**Run 1: I/O pins on the die edge**

Scale: 3 px per um. Pins as bars across the die edge, other pins in gray.
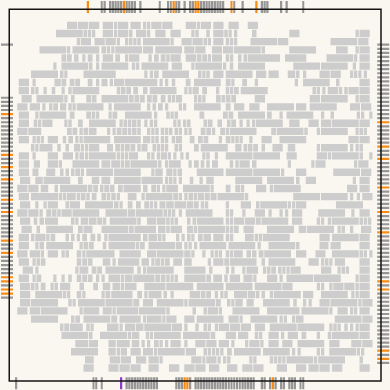
**Run 1: cells colored by class**

Scale: 2 px per um.
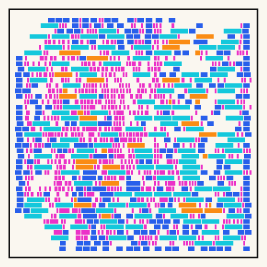
**Run 1: signal wires by layer**

Scale: 2 px per um.
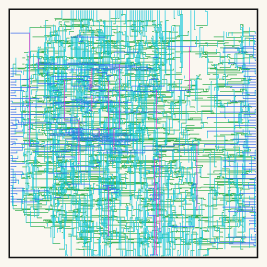
[src/rtl/instruction_fetch_unit.sv]
// Instruction fetch unit: owns the program counter, drives the instruction
// memory read address and registers the returned word into the IF/ID
// pipeline register. Handles jalr/branch redirects, decode stalls and
// misaligned-target faults (fetch halts until reset).
//
// Ports:
//   clk, rst_n          clock, asynchronous active-low reset
//   stall               decode not ready: hold PC and IF/ID
//   branch_taken/target branch redirect
//   jump_valid/target   jalr redirect (bit0 cleared here), wins over branch
//   address             current PC, instruction memory read address
//   instruction         combinational read data from instruction memory
//   if_id_pc/_pc_plus4  PC and link value of the registered instruction
//   if_id_instr/_valid  registered instruction and its valid flag
//   fetch_fault         sticky misaligned-target flag
module instruction_fetch_unit #(
    parameter int unsigned            INS_ADDRESS = 32,
    parameter int unsigned            INS_W       = 32,
    parameter logic [INS_ADDRESS-1:0] RESET_PC    = '0
) (
    input  logic                   clk,
    input  logic                   rst_n,
    input  logic                   stall,
    input  logic                   branch_taken,
    input  logic [INS_ADDRESS-1:0] branch_target,
    input  logic                   jump_valid,
    input  logic [INS_ADDRESS-1:0] jump_target,
    output logic [INS_ADDRESS-1:0] address,
    input  logic [INS_W-1:0]       instruction,
    output logic [INS_ADDRESS-1:0] if_id_pc,
    output logic [INS_ADDRESS-1:0] if_id_pc_plus4,
    output logic [INS_W-1:0]       if_id_instr,
    output logic                   if_id_valid,
    output logic                   fetch_fault
);

    typedef enum logic [1:0] {
        BOOT  = 2'd0,
        RUN   = 2'd1,
        FAULT = 2'd2
    } state_t;

    state_t state_q, state_d;

    logic [INS_ADDRESS-1:0] pc_q, pc_d;
    logic [INS_ADDRESS-1:0] pc_plus4;
    logic                   valid_d;
    logic                   ifid_load;

    logic                   redirect;
    logic [INS_ADDRESS-1:0] target;
    logic                   misaligned;

    assign pc_plus4   = pc_q + INS_ADDRESS'(4);
    assign redirect   = jump_valid | branch_taken;
    // jalr target has bit0 cleared before the alignment check
    assign target     = jump_valid ? (jump_target & ~INS_ADDRESS'(1)) : branch_target;
    assign misaligned = (target[1:0] != 2'b00);

    assign address     = pc_q;
    // The fault flag is sticky by construction: FAULT is only left via reset
    assign fetch_fault = (state_q == FAULT);

    // State register
    always_ff @(posedge clk or negedge rst_n) begin
        if (!rst_n) begin
            state_q <= BOOT;
        end else begin
            state_q <= state_d;
        end
    end

    // Next-state logic
    always_comb begin
        state_d = state_q;
        case (state_q)
            BOOT: begin
                if (!stall) begin
                    state_d = RUN;
                end
            end
            RUN: begin
                if (redirect && misaligned) begin
                    state_d = FAULT;
                end
            end
            FAULT:   state_d = FAULT;
            default: state_d = BOOT;
        endcase
    end

    // Output / datapath control: next PC, IF/ID capture and valid
    always_comb begin
        pc_d      = pc_q;
        valid_d   = if_id_valid;
        ifid_load = 1'b0;
        case (state_q)
            BOOT: begin
                // Redirects are not meaningful before the first fetch
                if (!stall) begin
                    pc_d      = pc_plus4;
                    valid_d   = 1'b1;
                    ifid_load = 1'b1;
                end
            end
            RUN: begin
                if (redirect) begin
                    // Redirect overrides stall; flush the wrong-path word
                    valid_d = 1'b0;
                    if (!misaligned) begin
                        pc_d = target;
                    end
                end else if (!stall) begin
                    pc_d      = pc_plus4;
                    valid_d   = 1'b1;
                    ifid_load = 1'b1;
                end
            end
            FAULT: begin
                valid_d = 1'b0;
            end
            default: begin
                valid_d = 1'b0;
            end
        endcase
    end

    // PC and IF/ID pipeline register
    always_ff @(posedge clk or negedge rst_n) begin
        if (!rst_n) begin
            pc_q           <= RESET_PC;
            if_id_pc       <= '0;
            if_id_pc_plus4 <= '0;
            if_id_instr    <= '0;
            if_id_valid    <= 1'b0;
        end else begin
            pc_q        <= pc_d;
            if_id_valid <= valid_d;
            if (ifid_load) begin
                if_id_pc       <= pc_q;
                if_id_pc_plus4 <= pc_plus4;
                if_id_instr    <= instruction;
            end
        end
    end

endmodule

[config.mk]
export PLATFORM = sky130hd
export DESIGN_NAME = instruction_fetch_unit
export DESIGN_NICKNAME = d
export VERILOG_FILES = /design/src/rtl/instruction_fetch_unit.sv
export SDC_FILE = /design/constraint.sdc
export NUM_CORES = 1
export LEC_CHECK = 0
export ABC_AREA = 1
export CAP_MARGIN = 20
export CORE_MARGIN = 2
export CORE_UTILIZATION = 46
export CTS_CLUSTER_SIZE = 16
export DETAILED_ROUTE_END_ITERATION = 6
export PLACE_DENSITY = 0.8
export SYNTH_ARGS = -nofsm -noshare
export SYNTH_HDL_FRONTEND = slang
export SYNTH_SLANG_ARGS = --single-unit
[constraint.sdc]
create_clock -name clk -period 1.9 [get_ports clk]
set_input_delay 0.285 -clock clk [delete_from_list [all_inputs] [get_ports clk]]
set_output_delay 0.285 -clock clk [all_outputs]
set_load 0.02 [all_outputs]
==> run_results.csv, run 1 <==
group,metric,value,unit
routing,wirelength,21.1,mm
placed_design,gp_congestion,0.900,
setup_path,cp_top_family,"buffers and inverters",
synthesis,postSynthCellCount,891,
setup_path,cpPeakStageDelay,0.60,ns
sta,setup_viol,0,
routing,wire_per_inst,16.0,um
synthesis,yosysTopAreaCell,"dfrtp_1",
synthesis,yosysWarnings,0,
global_routing,antenna_found_initial,0,
synthesis,top_cells_by_count,"nand2_1 (412), dfrtp_1 (129), nor2_1 (62)",
synthesis,synth_cell_types,29,
setup_path,path_buffers,2,
routing,drt-initial-drc-count,602,
status,status,"completed",
layout,area_growth,52.4,%
setup_path,critPathSlowestCell,"clkdlybuf4s50_1",
global_routing,grt_pass1_wl,33.1,mm
synthesis,ys_seq_share,49.2,%
setup_path,path_class,"reg2out",
placed_design,post-place-ws,-0.0106,ns
clocking,clock_path_buffers,2,
global_routing,grt_max_degree,55,
sta,period_used_share,97.3,%
layout,drive_above_1_share,8.74,%
clocking,cts_tree,"done",
sta,totalNegativeSetupSlack,0,ns
layout,antennaDiodeCount,0,
sta,final_max_slew_viol_count,0,
clocking,clock_latency,0.42,ns
run,tool_warnings,29,
sta,skew,0.00744,ns
floorplan,rows,43,
floorplan,num_io_pins,231,
routing,ant_nets,0,
sta,worst_pin_slew,0.445,ns
synthesis,postSynthNetCount,996,
setup_path,crit_fanout,4,
routing,drc,0,
placed_design,dpl.hpwl,15.3,mm
setup_path,ff2ff_setup_slack,0.14,ns
floorplan,coreArea,0.0139,mm^2
global_routing,track_usage,28.5,%
sta,fmax,0.541,GHz
floorplan,chipHeight,123,um
sta,setup_ws,0.0510,ns
Notes on 'I/O pins on the die edge' above:
if_id_pc_plus4: shown in orange, pins 32, direction output, edge 12 west, 10 east, 7 north, 3 south. branch_taken: shown in purple, pins 1, direction input, edge south.
All pins by edge: 79 east, 57 south, 51 west, 44 north.

Notes on 'cells colored by class' above:
registers: shown in cyan, cells 129, share of their area 33%. remaining buffers and delay cells: shown in blue, cells 267, share of their area 28%. clock drivers and dummy loads: shown in orange, cells 32, share of their area 6.7%. remaining logic cells: shown in magenta, cells 716, share of their area 32%.
Layout Utilization: 72.0%
flop share of the area: 32.3%

Notes on 'signal wires by layer' above:
M1: shown in green, wire length 8860 um. M4: shown in magenta, wire length 412 um. M2: shown in cyan, wire length 9890 um. M3: shown in blue, wire length 1960 um.

==> run 1: registers in the layout (all words and copies together), names as in the netlist <==
name            cells
if_id_instr        32
if_id_pc           32
if_id_valid         1
if_id_pc_plus4     30
state_q             2
address            32
==> run 1: cell type report <==
type / count / area [um^2]
fill: 1097 / 3880
clock inverter: 13 / 208
timing repair buffer: 267 / 2750
inverter: 36 / 135
multi-input combinational: 680 / 3010
sequential: 129 / 3230
clock buffer: 19 / 443
tap: 180 / 225
==> run 1: metrics by stage <==
stage	cell area (um^2)	instances
global route	10000	1324
global placement	9310	1291
finish	10000	1324
CTS	9960	1324
floorplan	6560	891
detailed placement	9310	1291
==> run 1: layer usage <==
metal / wire, um / track usage [%]
met1: 8860 / 36.9
met2: 9890 / 45.8
met3: 1960 / 7.93
met4: 412 / 10.6
met5: 0 / 0
==> run 1: final timing paths <==
| path | startpoint | endpoint | depth (start not counted) |
|---|---|---|---|
| max in group asynchronous | rst_n | if_id_instr[2] | 3 |
| worst max-delay path | address[7] | address[7] | 2 |
| worst min register to register | if_id_instr[15] | if_id_instr[15] | 2 |
| min in group clk | instruction[26] | if_id_instr[26] | 3 |
| worst max register to register | state_q[1] | address[7] | 11 |
| worst min-delay path | rst_n | if_id_instr[14] | 2 |
==> run 1: logic make-up (layout without fill, tap and decap cells) <==
group | count (synthesis) | count (layout) | synth area share (%)
flip-flops | 129 | 129 | 49.2
XOR/XNOR | 14 | 14 | 1.98
adder cells (fa/ha/maj) | 4 | 4 | 0.763
buffers and inverters | 82 | 335 | 5.34
AND/OR/NAND/NOR | 544 | 544 | 33.2
AND-OR/OR-AND | 118 | 118 | 9.53
==> run 1: cells in the final DEF, fill, tap and decap left out, types with 5 or more instances in the layout <==
| cell | synthesis | routed |
|---|---|---|
| o21ai_1 | 6 | 6 |
| buf_12 | 0 | 13 |
| dlygate4sd2_1 | 0 | 5 |
| dfrtp_1 | 129 | 126 |
| o21ai_0 | 53 | 53 |
| inv_1 | 31 | 31 |
| bufinv_16 | 0 | 5 |
| nand3_1 | 48 | 48 |
| nor2_2 | 7 | 6 |
| buf_4 | 5 | 23 |
| a21oi_1 | 44 | 44 |
| nand2_1 | 412 | 412 |
| xor2_1 | 9 | 9 |
| a31oi_1 | 8 | 8 |
| clkdlybuf4s50_1 | 0 | 219 |
| clkbuf_16 | 0 | 17 |
| inv_2 | 5 | 5 |
| nor2_4 | 4 | 7 |
| nor2_1 | 62 | 60 |
==> run 1: power breakdown <==
part / total (mW) / internal [mW] / leakage, nW / switching (mW)
clock network: 3.58 / 2.36 / 0.306 / 1.22
registers: 5.08 / 4.05 / 1.57 / 1.03
logic: 9.22 / 3.98 / 2.88 / 5.24
total: 17.9 / 10.4 / 4.75 / 7.48
==> run 1: what timing repair did <==
action / in CTS / in global routing
setup endpoints to repair: 6 / 21
pin swaps: 0 / 0
hold endpoints to repair: 33 / 0
hold buffers: 1 / 0
gates resized: 6 / 13
**Run 1: clock routing**

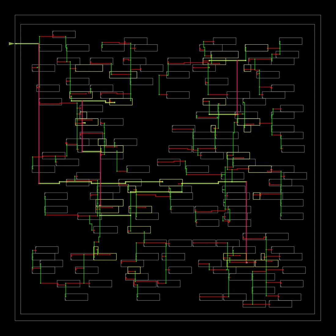

==> run 2: changes to the inputs <==
--- a/config.mk
+++ b/config.mk
@@ -6,12 +6,11 @@
 export NUM_CORES = 1
 export LEC_CHECK = 0
 export ABC_AREA = 1
-export CAP_MARGIN = 20
 export CORE_MARGIN = 2
 export CORE_UTILIZATION = 46
 export CTS_CLUSTER_SIZE = 16
 export DETAILED_ROUTE_END_ITERATION = 6
-export PLACE_DENSITY = 0.8
+export PLACE_DENSITY_LB_ADDON = 0.25
 export SYNTH_ARGS = -nofsm -noshare
 export SYNTH_HDL_FRONTEND = slang
 export SYNTH_SLANG_ARGS = --single-unit
**Run 2: clock routing**

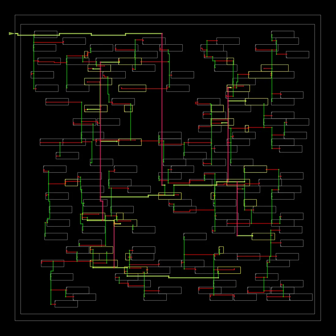
clk latency late pin: 0.42 ns
clk_skew: 0.00619 ns

==> run_results.csv, run 2 <==
group,metric,value,unit
sta,period_used_share,97.7,%
placed_design,postPlaceCellArea,0.00931,mm^2
layout,design_area,0.00999,mm^2
floorplan,coreArea,0.0139,mm^2
placed_design,post-place-ws,-0.0910,ns
layout,lay_top_count,"nand2_1",
setup_path,path_class,"reg2out",
run,tool_warnings,30,
setup_path,path_buffers,1,
sta,setup_viol,0,
floorplan,rows,43,
layout,drive_above_1_share,8.47,%
placed_design,dpl.cell_count,1292,
layout,finalNonFillerCells,1325,
synthesis,top_cells_by_count,"nand2_1 (412), dfrtp_1 (129), nor2_1 (62)",
synthesis,postSynthNetCount,996,
setup_path,cpPeakStageDelay,0.67,ns
synthesis,yosysWarnings,0,
setup_path,crit_fanout,6,
synthesis,yosysTopAreaCell,"dfrtp_1",
sta,setup_ws,0.0432,ns
sta,worst_pin_slew,0.520,ns
routing,drc,0,
global_routing,grt_max_degree,53,
global_routing,antenna_found_initial,0,
status,status,"completed",
synthesis,synth_cell_types,29,
clocking,clock_path_buffers,2,
routing,wirelength,21.0,mm
synthesis,postSynthCellCount,891,
setup_path,cp_top_family,"buffers and inverters",
global_routing,track_usage,28.6,%
sta,final_max_slew_viol_count,0,
routing,wire_per_inst,15.8,um
layout,post-route-util,71.9,%
floorplan,num_io_pins,231,
**Run 2: I/O pins on the die edge**

Scale: 3 px per um. Pins as bars across the die edge, other pins in gray.
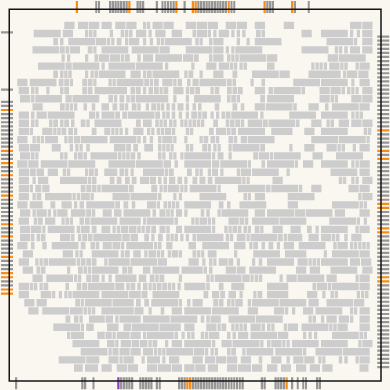
if_id_pc_plus4: shown in orange, pins 32, direction output, edge 12 west, 9 east, 8 north, 3 south. branch_taken: shown in purple, pins 1, direction input, edge south.

run 2: cell counts after synthesis:
No cell type changed its count.
run 2: path summary, 6_finish.rpt:
| path | slack, ns | to | startpoint | cells past startpoint |
|---|---|---|---|---|
| setup reg to reg | 0.12 | address[20] | address[3] | 9 |
| hold / removal | 0.40 | if_id_instr[22] | rst_n | 2 |
| setup / recovery | 0.04 | address[22] | address[22] | 1 |
| hold reg to reg | 0.47 | if_id_pc[12] | if_id_pc[12] | 2 |
| min in group clk | 0.40 | if_id_instr[11] | instruction[11] | 3 |
| max in group asynchronous | 0.90 | if_id_instr[8] | rst_n | 3 |
run 2: cells by family after synthesis:
logic type | share of synthesized area, %
adder cells (fa/ha/maj) | 0.763
XOR/XNOR | 1.98
buffers and inverters | 5.34
flip-flops | 49.2
AND-OR/OR-AND | 9.53
AND/OR/NAND/NOR | 33.2
run 2: per-stage QoR:
stage / setup TNS (ns) / hold WS (ns)
floorplan: 0 / -0.0106
global placement: -0.200 / 0.278
detailed placement: -2.05 / 0.280
CTS: 0 / 0.391
global route: -0.112 / 0.398
finish: 0 / 0.399
run 2: power breakdown:
| part | switching, mW | internal (mW) | leakage, nW | total, mW |
|---|---|---|---|---|
| registers | 1.04 | 4.05 | 1.57 | 5.09 |
| clock network | 1.20 | 2.30 | 0.303 | 3.50 |
| logic | 5.18 | 3.98 | 2.94 | 9.15 |
run 2: area by class of cell:
cell class,count,area (um^2)
fillers,1068,3890
clock buffers,23,478
well taps,180,225
clock inverters,9,154
inverters,36,136
multi-input cells,680,2990
repair buffers,268,2770
flip-flops and latches,129,3230
run 2: layer usage:
layer | global-route usage, % | share of wire, % | wire length, um | vias to the layer above
li1 | - | - | - | 3311
met1 | 38.4 | 42 | 8820 | 3073
met2 | 44.5 | 46 | 9660 | 313
met3 | 8.44 | 10 | 2100 | 32
met4 | 9.52 | 1.9 | 391 | 0
met5 | 0 | 0 | 0 | -
run 2: repair_timing:
item                                    CTS  global route
hold buffers                              1             0
endpoints found under the hold margin    50             0
gates resized                             5            13
buffers inserted                          0             0
endpoints found under the setup margin    4            27
Power is estimated from default activity; no workload was simulated.
